File: src/rtl/serial_tx_shifter.sv
// Parallel-to-serial word shifter with valid/ready input. Optional even-parity bit per word under PARITY_EN.
// First bit one cycle after acceptance. in_ready opens on the final bit cycle, so back-to-back words stream with no gap.
module serial_tx_shifter #(
  parameter int WIDTH     = 8,
  parameter bit MSB_FIRST = 1'b1
) (
  input  logic             clk,
  input  logic             reset,
  input  logic [WIDTH-1:0] in_data,
  input  logic             in_valid,
  output logic             in_ready,
  input  logic             flush,
  output logic             data_out,
  output logic             bit_valid,
  output logic             busy
);

  localparam int CW = $clog2(WIDTH + 1);
  localparam logic [CW-1:0] LAST = CW'(WIDTH - 1);

`ifdef PARITY_EN
  typedef enum logic [1:0] {IDLE = 2'd0, SHIFT = 2'd1, PAR = 2'd2} state_t;
  logic par;
`else
  typedef enum logic {IDLE = 1'b0, SHIFT = 1'b1} state_t;
`endif

  state_t           state;
  logic [WIDTH-1:0] sreg;
  logic [CW-1:0]    cnt;
  logic             accept;
  logic             first_bit;
  logic             next_bit;
  logic [WIDTH-1:0] sreg_shifted;

  // The "output end" of sreg is the MSB or LSB depending on bit order.
  assign first_bit    = MSB_FIRST ? in_data[WIDTH-1] : in_data[0];
  assign next_bit     = MSB_FIRST ? sreg[WIDTH-2] : sreg[1];
  assign sreg_shifted = MSB_FIRST ? {sreg[WIDTH-2:0], 1'b0} : {1'b0, sreg[WIDTH-1:1]};

`ifdef PARITY_EN
  assign in_ready = (state == IDLE) || ((state == PAR) && !flush);
`else
  assign in_ready = (state == IDLE) || ((state == SHIFT) && (cnt == LAST) && !flush);
`endif

  assign accept = in_valid && in_ready;
  assign busy   = (state != IDLE);

  always_ff @(posedge clk or posedge reset) begin
    if (reset) begin
      state     <= IDLE;
      sreg      <= '0;
      cnt       <= '0;
      data_out  <= 1'b0;
      bit_valid <= 1'b0;
`ifdef PARITY_EN
      par       <= 1'b0;
`endif
    end else if (flush) begin
      state     <= IDLE;
      cnt       <= '0;
      data_out  <= 1'b0;
      bit_valid <= 1'b0;
    end else if (accept) begin
      // Covers both the idle start and the zero-gap reload on the final bit.
      state     <= SHIFT;
      sreg      <= in_data;
      cnt       <= '0;
      data_out  <= first_bit;
      bit_valid <= 1'b1;
`ifdef PARITY_EN
      par       <= ^in_data;
`endif
    end else begin
      case (state)
        SHIFT: begin
          if (cnt != LAST) begin
            sreg     <= sreg_shifted;
            cnt      <= cnt + CW'(1);
            data_out <= next_bit;
          end else begin
`ifdef PARITY_EN
            state    <= PAR;
            data_out <= par;
`else
            state     <= IDLE;
            cnt       <= '0;
            data_out  <= 1'b0;
            bit_valid <= 1'b0;
`endif
          end
        end
`ifdef PARITY_EN
        PAR: begin
          state     <= IDLE;
          cnt       <= '0;
          data_out  <= 1'b0;
          bit_valid <= 1'b0;
        end
`endif
        default: begin
          state <= IDLE;
        end
      endcase
    end
  end

endmodule

File: config.mk
export PLATFORM = sky130hd
export DESIGN_NAME = serial_tx_shifter
export DESIGN_NICKNAME = d
export VERILOG_FILES = /design/src/rtl/serial_tx_shifter.sv
export SDC_FILE = /design/constraint.sdc
export NUM_CORES = 1
export LEC_CHECK = 0
export CAP_MARGIN = 15
export CORE_UTILIZATION = 35
export DETAILED_ROUTE_END_ITERATION = 10
export GPL_TIMING_DRIVEN = 0
export PLACE_DENSITY = 0.59
export SLEW_MARGIN = 20
export SYNTH_ARGS = -nofsm -noshare
export SYNTH_HDL_FRONTEND = slang
export SYNTH_SLANG_ARGS = --single-unit
export TNS_END_PERCENT = 50
File: constraint.sdc
create_clock -name clk -period 2.5 [get_ports clk]
set_clock_uncertainty 0.1 [all_clocks]
set_input_delay 0.25 -clock clk [delete_from_list [all_inputs] [get_ports clk]]
set_output_delay 0.25 -clock clk [all_outputs]
set_load 0.01 [all_outputs]
### Congestion heat map, run 1

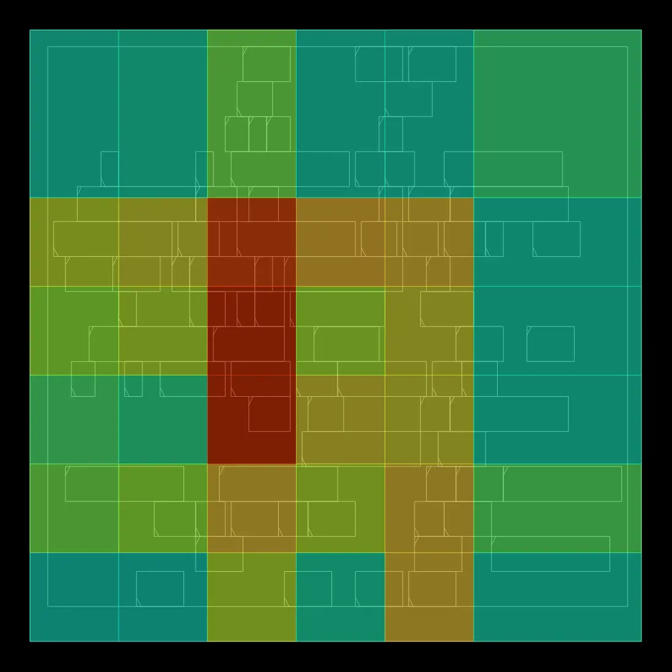
met2 usage: 0.255
met3 GRT Util: 0.0717
utilization after layout: 0.477

### Cell area per tile, run 1

10 x 10 tiles, from white (low) to dark blue (high), 0 to 100% covered.
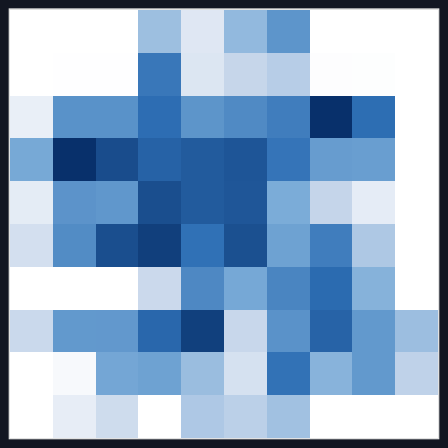
18% of the tiles are over 75% full. The fullest tile reaches 100%. The densest ninth of the die: centre. The mean over all tiles is 40%.

### Gate families picked out, run 1

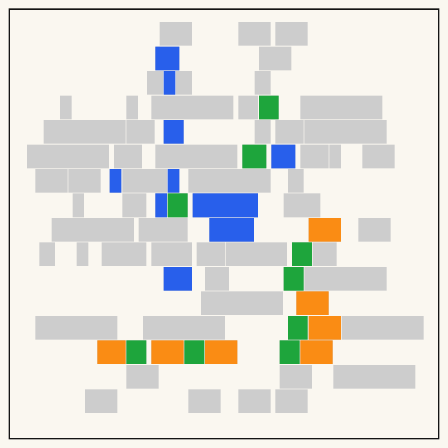
Key: blue = NAND gates [cells 10, most used nand2_1]; orange = AND-OR and OR-AND gates [cells 7, most used a221o_1]; green = AND and OR gates [cells 9, most used and3_1]
final std cells w/o fill: 107
logic share of the area: 0.366

### Signal wires on met2, run 1

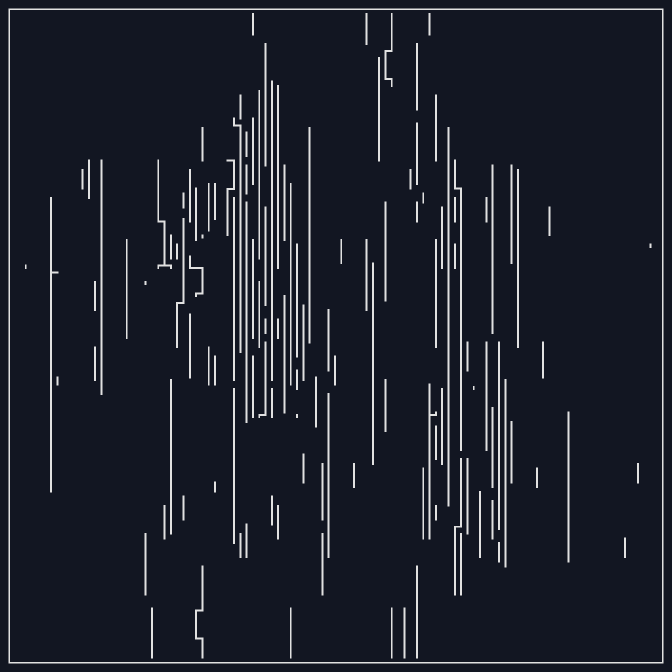
The layer holds 46% of the routed length. 83 nets have wire on it.

==> impl_metrics.py, run 1 <==
# Generated from Yosys and OpenROAD reports
metrics = {
    "job": {
        "max_cap_viol_count": 0,
        "warning_count": 26,
    },
    "layout": {
        "drive_above_1_share": 0.188,
        "seq_area_frac": 0.374,
        "logic_area_um2": 343,
        "layout_top_cells": "dfrtp_1, clkdlybuf4s50_1, and3_1, a221o_1, nand2_1",
        "synthToLayoutAreaGrowth_pct": 29.0,
        "regMostFlops": "sreg",
        "layout.nonclk_buf_frac": 0.172,
        "largest_class": "registers",
        "finalNetCount": 94,
        "logic_gates": 42,
        "seqCellArea_um2": 350,
        "inverters_excl_clock": 3,
        "nFillCells": 210,
        "antennaDiodeCount": 0,
        "nClkBuffers": 4,
        "largest_reg_flops": 7,
        "fin_area_um2": 936,
        "clock_area_frac": 0.0388,
    },
    "routing": {
        "wl_per_cell_um": 14.4,
        "first_pass_iters": 4,
        "routed_wl_um": 1550,
        "ant_nets": 0,
        "routed_via_density": 5.36,
        "vias": 574,
        "top_layer": "met4",
        "wl_met3_um": 82,
        "met1Wirelength_um": 729,
    },
    "final_timing": {
        "period_used_share": 0.918,
        "rsz0062_at_grt": "no",
        "tns_ns": 0,
        "setup_viol": 0,
        "holdWs_ns": 0.189,
        "period_needed_ns": 2.30,
        "tightest_slew_ns": 0.532,
        "fmax_mhz": 436,
        "drv_slew": 0,
        "setup_ws_ns": 0.204,
    },
    "worst_setup_path": {
        "endpoint": "in_ready",
        "r2r-start": "cnt[0]",
        "crit_chain": "ha_1 > nand3b_4 > buf_6 > o21ai_1 > clkdlybuf4s50_1",
        "cp_top_family": "buffers and inverters",
        "r2r_slack_ns": 0.88,
        "ff2ff_path_depth": 5,
        "start_kind": "register",
        "critPathMaxStageDelay_ns": 0.54,
        "crit_type": "reg -> out",
        "cp_max_fo": 10,
        "crit_slowest_cell": "clkdlybuf4s50_1",
        "r2r-end": "sreg[2]",
        "crit_required_ns": 2.15,
        "critPathBufInv": 2,
        "cp-end-kind": "primary output",
        "startpoint": "cnt[0]",
        "path_depth": 5,
    },
    "global_route": {
        "antenna_found_initial": 0,
        "gr-total-overflow": 0,
        "grt_pass1_wl_um": 2530,
        "use_met1": 0.215,
        "grt_max_degree": 15,
        "busiest_layer": "met2",
    },
    "floorplan": {
        "dieArea_um2": 2260,
        "die_w_um": 47.5,
        "n_tap_cell": 27,
        "die_h_um": 47.5,
        "io-pin-count": 16,
        "core_um2": 1960,
        "placementRows": 16,
        "fp_util": 0.370,
    },
    "pwr": {
        "power_density_nw_per_um2": 568,
        "vdd.ir_drop.worst_uv": 331,
        "power_mw": 0.532,
        "p_leak_nw": 0.457,
    },
    "logic_synthesis": {
        "yosysWarnings": 0,
        "ys_ff": 14,
        "yosys.area_share.aoi": 0.229,
        "ys_sh_mux": 0,
        "netlist_logic_family_top": "AND-OR/OR-AND gates",
        "ys_sh_xor": 0,
        "ys_area_um2": 726,
        "syn_area_um2": 726,
        "syn_avg_cell_area_um2": 11.7,
        "ys_seq_share": 0.483,
        "synth-simple-area-share": 0.226,
        "yosys.cell_types.count": 29,
        "top_cell_area_share": 0.483,
        "synthTopCellsByArea": "dfrtp_1, a221o_1, and3_1, nand3b_4, a21boi_4",
        "ys_cells": 62,
        "fp_nets": 75,
        "synthCells": 62,
        "fa_ha_area_frac": 0.0172,
    },
    "cts": {
        "cts_tree": "done",
        "clockRootBuffer": "clkbuf_4",
        "cts_hold_buf": 0,
        "path_clk_slew_ns": 0.08,
        "postCtsSetupRepairBufs": 0,
        "cts_buffers": 3,
        "h-tree-depth": 1,
        "clock_path_buffers": 2,
        "cts_num_sinks": 14,
    },
    "min_path": {
        "min_to": "cnt[3]",
        "min_from": "flush",
        "hold_class": "in -> reg",
        "hold_depth": 2,
    },
    "placed_design": {
        "post-place-ws_ns": 0.496,
        "gp_congestion": 0.828,
        "io_buffers": 14,
        "place_inst": 103,
        "hpwl_um": 1100,
    },
    "outcome": {
        "status": "completed",
    },
}
==> run 1: where the power goes <==
part	switching (mW)	internal (mW)
Combinational	0.0426	0.0568
Clock	0.0763	0.0887
Sequential	0.0163	0.251
==> run 1: Yosys cell counts <==
cell,instances
a21oi_1,2
nand3b_4,1
nand4b_1,1
a221oi_1,1
inv_1,2
nand2b_4,1
nor2_1,2
dfrtp_1,14
and2b_1,1
nor2_2,1
o21ai_1,2
or3_1,1
nor2b_4,1
a21boi_4,1
buf_6,1
nand3b_1,2
a21oi_2,1
and3_1,6
buf_2,2
a32oi_1,1
inv_2,1
a22o_1,1
nand2_1,4
nand4_1,1
and2_1,1
a221o_1,6
a221oi_2,1
ha_1,1
a311oi_1,2
==> run 2: changes to the inputs <==
--- a/config.mk
+++ b/config.mk
@@ -6,10 +6,10 @@
 export NUM_CORES = 1
 export LEC_CHECK = 0
 export CAP_MARGIN = 15
-export CORE_UTILIZATION = 35
+export CORE_UTILIZATION = 51
 export DETAILED_ROUTE_END_ITERATION = 10
 export GPL_TIMING_DRIVEN = 0
-export PLACE_DENSITY = 0.59
+export PLACE_DENSITY = 0.81
 export SLEW_MARGIN = 20
 export SYNTH_ARGS = -nofsm -noshare
 export SYNTH_HDL_FRONTEND = slang
==> impl_metrics.py, run 2 <==
# Generated from Yosys and OpenROAD reports
metrics = {
    "worst_setup_path": {
        "cp_top_family": "buffers and inverters",
        "crit_required_ns": 2.15,
        "cp_data_arrival_time_ns": 1.94,
        "critPathMaxStageDelay_ns": 0.54,
        "path_depth": 5,
        "crit_chain": "ha_1 > nand3b_4 > buf_6 > o21ai_1 > clkdlybuf4s50_1",
        "start_kind": "register",
        "critPathBufInv": 2,
        "crit_slowest_cell": "clkdlybuf4s50_1",
        "cp-end-kind": "primary output",
        "ff2ff_path_depth": 5,
        "crit_type": "reg -> out",
        "cp_max_fo": 10,
    },
    "pwr": {
        "switching_power_mw": 0.137,
        "pg_seq_mw": 0.267,
        "cellInternalPower_mw": 0.397,
        "vdd.ir_drop.worst_uv": 347,
        "seqPwrFrac": 0.500,
        "power_density_nw_per_um2": 580,
        "clkPwrFrac": 0.314,
        "comb-power_mw": 0.0992,
        "maxPowerGroup": "registers",
        "p_leak_nw": 0.457,
        "p_comb_frac": 0.186,
        "power_mw": 0.534,
        "sw_frac_of_total": 0.257,
        "p_clk_mw": 0.168,
    },
    "routing": {
        "routed_wl_um": 1430,
        "wl_met3_um": 51,
        "wl_met2_um": 613,
        "top_layer": "met4",
        "met1Wirelength_um": 717,
        "routed_via_density": 5.94,
        "vias": 564,
        "first_pass_iters": 4,
        "drc": 0,
        "ant_nets": 0,
        "drtIter0Drc": 11,
        "wl_per_cell_um": 15.0,
    },
    "logic_synthesis": {
        "fp_nets": 75,
        "top_cells_by_count": "dfrtp_1, a221o_1, and3_1",
        "yosysWarnings": 0,
        "yosys.cell_types.count": 29,
        "top_cell_area_share": 0.483,
        "largest_area_cell": "dfrtp_1",
        "ys_cells": 62,
        "ff_type": "dfrtp_1",
        "async_flop_share": 1.00,
        "ys_seq_share": 0.483,
        "ys_ff": 14,
        "edf_count": 0,
        "most_common_cell": "dfrtp_1",
        "synthCells": 62,
        "ys_area_um2": 726,
        "syn_avg_cell_area_um2": 11.7,
        "synthTopCellsByArea": "dfrtp_1, a221o_1, and3_1, nand3b_4, a21boi_4",
        "syn_area_um2": 726,
    },
    "final_timing": {
        "tns_ns": 0,
        "tightest_slew_ns": 0.532,
        "period_needed_ns": 2.29,
        "period_used_share": 0.916,
        "hold_viol_final": 0,
        "drv_slew": 0,
        "rsz0062_at_grt": "no",
        "setup_ws_ns": 0.211,
        "slew-limit-headroom": 0.645,
        "setup_viol": 0,
        "holdWs_ns": 0.173,
        "fmax_mhz": 437,
    },
    "floorplan": {
        "die_h_um": 39.7,
        "n_tap_cell": 15,
        "die_w_um": 39.7,
        "io-pin-count": 16,
        "dieArea_um2": 1580,
        "placementRows": 13,
    },
    "placed_design": {
        "gp_congestion": 0.796,
        "io_buffers": 14,
        "dpl_cell_area_um2": 885,
        "place_inst": 91,
        "post-place-ws_ns": 0.552,
        "hpwl_um": 950,
    },
    "global_route": {
        "grt_pass1_wl_um": 2270,
        "grt_util_met3": 0.0682,
        "busiest_layer": "met2",
        "grt.total_usage": 0.234,
        "gr-total-overflow": 0,
        "grt_pass1_vias": 522,
        "grt_max_degree": 15,
        "use_met1": 0.302,
        "met2_usage": 0.320,
        "antenna_found_initial": 0,
    },
    "layout": {
        "logic_area_um2": 343,
        "seq_area_frac": 0.380,
        "inverters_excl_clock": 3,
        "sh_comb_area": 0.372,
        "layout_top_cells": "dfrtp_1, clkdlybuf4s50_1, and3_1, a221o_1, nand2_1",
        "fin_cells": 95,
        "regMostFlops": "sreg",
        "logic_gates": 42,
        "buffers": 17,
        "nFillCells": 97,
        "reg_top3": "sreg (7), cnt (4)",
        "largest_reg_flops": 7,
        "largest_class": "registers",
        "finalNetCount": 94,
        "synthToLayoutAreaGrowth_pct": 26.9,
        "fin_area_um2": 921,
        "n_sequential_cell": 14,
        "seqCellArea_um2": 350,
        "clock_area_frac": 0.0394,
        "layout.nonclk_buf_frac": 0.175,
        "antennaDiodeCount": 0,
        "nClkBuffers": 4,
        "drive_above_1_share": 0.188,
    },
    "cts": {
        "cts_hold_buf": 0,
        "clock_path_buffers": 2,
        "path_clk_slew_ns": 0.08,
        "cts_buffers": 3,
        "clk_latency_ns": 0.29,
        "postCtsSetupRepairBufs": 0,
        "cts_num_sinks": 14,
        "clockRootBuffer": "clkbuf_4",
        "ctsResizeCount": 0,
        "h-tree-depth": 1,
        "cts_tree": "done",
    },
    "min_path": {
        "hold_class": "in -> reg",
        "hold_depth": 2,
    },
    "job": {
        "max_cap_viol_count": 0,
        "warning_count": 26,
    },
    "outcome": {
        "status": "completed",
    },
}
-- run 2: cell counts after synthesis --
No cell type changed its count.
-- run 2: logic make-up (layout without fill, tap and decap cells) --
| family | count (synthesis) | count (layout) | share of synthesized area |
|---|---|---|---|
| adders and majority gates | 1 | 1 | 0.0172 |
| buffers and inverters | 6 | 24 | 0.0448 |
| and+or+nand+nor | 23 | 23 | 0.226 |
| DFF | 14 | 14 | 0.483 |
| AOI/OAI and AO/OA | 18 | 18 | 0.229 |
-- run 2: final timing paths --
check / startpoint / to / slack [ns]
setup / recovery: cnt[0] / in_ready / 0.21
hold / removal: flush / cnt[3] / 0.17
setup reg to reg: cnt[0] / sreg[1] / 0.88
hold reg to reg: sreg[0] / sreg[0] / 0.42
max in group asynchronous: reset / cnt[0] / 1.76
min in group asynchronous: reset / sreg[6] / 0.19
### Cell area per tile, run 2

8 x 8 tiles, from white (low) to dark blue (high), 0 to 100% covered.
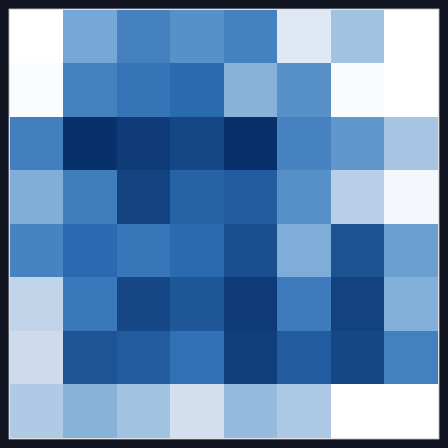
The mean over all tiles is 57%. The emptiest ninth of the die: upper right. The fullest tile reaches 100%. 9.4% of the tiles are nearly empty.
initial core utilization: 0.551
utilization after layout: 0.699
core area: 1320 µm²

==> run 3: changes to the inputs <==
--- a/config.mk
+++ b/config.mk
@@ -7,6 +7,8 @@
 export LEC_CHECK = 0
 export CAP_MARGIN = 15
 export CORE_UTILIZATION = 51
+export CTS_CLUSTER_DIAMETER = 50
+export CTS_CLUSTER_SIZE = 24
 export DETAILED_ROUTE_END_ITERATION = 10
 export GPL_TIMING_DRIVEN = 0
 export PLACE_DENSITY = 0.81
==> impl_metrics.py, run 3 <==
# Generated from Yosys and OpenROAD reports
metrics = {
    "outcome": {
        "status": "completed",
    },
    "job": {
        "max_cap_viol_count": 0,
        "warning_count": 26,
    },
    "routing": {
        "wl_met2_um": 613,
        "met1Wirelength_um": 717,
        "ant_nets": 0,
        "routed_wl_um": 1430,
        "vias": 564,
        "drc": 0,
        "wl_per_cell_um": 15.0,
        "first_pass_iters": 4,
        "top_layer": "met4",
        "wl_met3_um": 51,
        "routed_via_density": 5.94,
        "drtIter0Drc": 11,
    },
    "global_route": {
        "grt_pass1_vias": 522,
        "antenna_found_initial": 0,
        "grt_pass1_wl_um": 2270,
        "use_met1": 0.302,
        "grt_util_met3": 0.0682,
        "gr-total-overflow": 0,
        "busiest_layer": "met2",
        "grt_max_degree": 15,
        "grt.total_usage": 0.234,
        "met2_usage": 0.320,
    },
    "logic_synthesis": {
        "synthCells": 62,
        "most_common_cell": "dfrtp_1",
        "ys_area_um2": 726,
        "synthTopCellsByArea": "dfrtp_1, a221o_1, and3_1, nand3b_4, a21boi_4",
        "ys_seq_share": 0.483,
        "largest_area_cell": "dfrtp_1",
        "netlist_logic_family_top": "AND-OR/OR-AND gates",
        "syn_area_um2": 726,
        "ys_sh_xor": 0,
        "async_flop_share": 1.00,
        "ys_cells": 62,
        "top_cell_area_share": 0.483,
        "yosys.area_share.aoi": 0.229,
        "ff_type": "dfrtp_1",
        "edf_count": 0,
        "synth-simple-area-share": 0.226,
        "yosys.cell_types.count": 29,
        "ys_ff": 14,
        "fp_nets": 75,
        "syn_avg_cell_area_um2": 11.7,
        "fa_ha_area_frac": 0.0172,
        "yosysWarnings": 0,
        "ys_sh_mux": 0,
        "top_cells_by_count": "dfrtp_1, a221o_1, and3_1",
    },
    "worst_setup_path": {
        "r2r-start": "cnt[0]",
        "critPathMaxStageDelay_ns": 0.54,
        "cp_top_family": "buffers and inverters",
        "cp_data_arrival_time_ns": 1.94,
        "crit_chain": "ha_1 > nand3b_4 > buf_6 > o21ai_1 > clkdlybuf4s50_1",
        "start_kind": "register",
        "ff2ff_path_depth": 5,
        "critPathBufInv": 2,
        "r2r_slack_ns": 0.88,
        "startpoint": "cnt[0]",
        "cp-end-kind": "primary output",
        "crit_slowest_cell": "clkdlybuf4s50_1",
        "r2r-end": "sreg[1]",
        "crit_required_ns": 2.15,
        "path_depth": 5,
        "crit_type": "reg -> out",
        "endpoint": "in_ready",
        "cp_max_fo": 10,
    },
    "pwr": {
        "p_leak_nw": 0.457,
        "power_density_nw_per_um2": 580,
        "vdd.ir_drop.worst_uv": 347,
    },
    "cts": {
        "clock_path_buffers": 2,
        "postCtsSetupRepairBufs": 0,
        "clk_latency_ns": 0.29,
        "ctsResizeCount": 0,
        "cts_num_sinks": 14,
        "clockRootBuffer": "clkbuf_4",
        "h-tree-depth": 1,
        "cts_hold_buf": 0,
        "cts_buffers": 3,
        "cts_tree": "done",
        "path_clk_slew_ns": 0.08,
    },
    "final_timing": {
        "period_used_share": 0.916,
        "period_needed_ns": 2.29,
        "setup_ws_ns": 0.211,
        "slew-limit-headroom": 0.645,
        "fmax_mhz": 437,
        "drv_slew": 0,
        "hold_viol_final": 0,
        "setup_viol": 0,
        "tightest_slew_ns": 0.532,
        "rsz0062_at_grt": "no",
        "tns_ns": 0,
    },
    "layout": {
        "fin_util": 0.699,
        "finalNetCount": 94,
        "reg_top3": "sreg (7), cnt (4)",
        "synthToLayoutAreaGrowth_pct": 26.9,
        "regMostFlops": "sreg",
        "drive_above_1_share": 0.188,
        "fin_area_um2": 921,
        "layout_top_cells": "dfrtp_1, clkdlybuf4s50_1, and3_1, a221o_1, nand2_1",
        "antennaDiodeCount": 0,
        "largest_reg_flops": 7,
    },
    "floorplan": {
        "die_h_um": 39.7,
        "core_um2": 1320,
        "die_w_um": 39.7,
        "dieArea_um2": 1580,
        "fp_util": 0.551,
        "placementRows": 13,
        "io-pin-count": 16,
    },
    "placed_design": {
        "post-place-ws_ns": 0.552,
        "gp_congestion": 0.796,
        "io_buffers": 14,
        "dpl_cell_area_um2": 885,
        "hpwl_um": 950,
    },
    "min_path": {
        "hold_class": "in -> reg",
        "min_to": "cnt[3]",
        "hold_depth": 2,
        "min_from": "flush",
    },
}
## run 3: cell counts in the layout (fill, tap and decap cells not counted)
Identical to the previous run, type by type.
## run 3: area by class of cell
class	instances	area, µm²
inverters	3	11.3
plain buffers	3	21.3
multi-input cells	42	343
well taps	15	18.8
flip-flops and latches	14	350
repair buffers	14	140
fillers	97	397
clock buffers	4	36.3
## run 3: where the power goes
part           leakage (nW)  internal (mW)  switching, mW
logic                 0.252         0.0567         0.0425
clock network        0.0210         0.0888         0.0792
registers             0.184          0.251         0.0158
total                 0.457          0.397          0.137
## run 3: stage by stage
stage,instances,total power [mW],hold WS [ns]
final,95,0.534,0.173
after CTS,95,0.539,0.160
after global placement,91,0.367,0.386
after detailed placement,91,0.369,0.391
after floorplan,62,0.327,0.0392
after global routing,95,0.561,0.172
### Gate families picked out, run 3

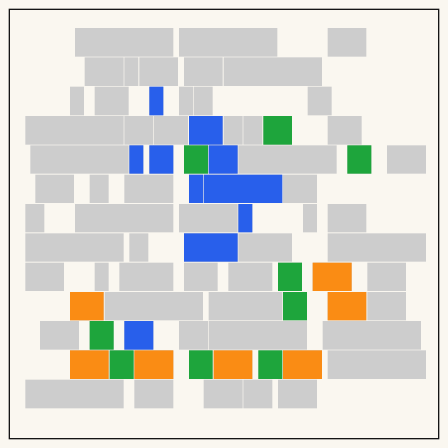
Key: orange = AND-OR and OR-AND gates [cells 7, most used a221o_1]; blue = NAND gates [cells 10, most used nand2_1]; green = AND and OR gates [cells 9, most used and3_1]


==> screenshots <==
Wiring by layer.
(a)
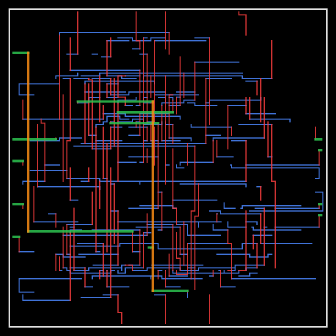
(b)
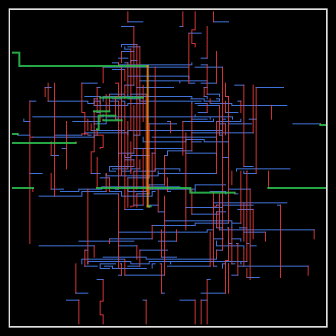
(a) -> run 3
(b) -> run 1

No activity file was given, so power comes from the tool's default toggle rates.
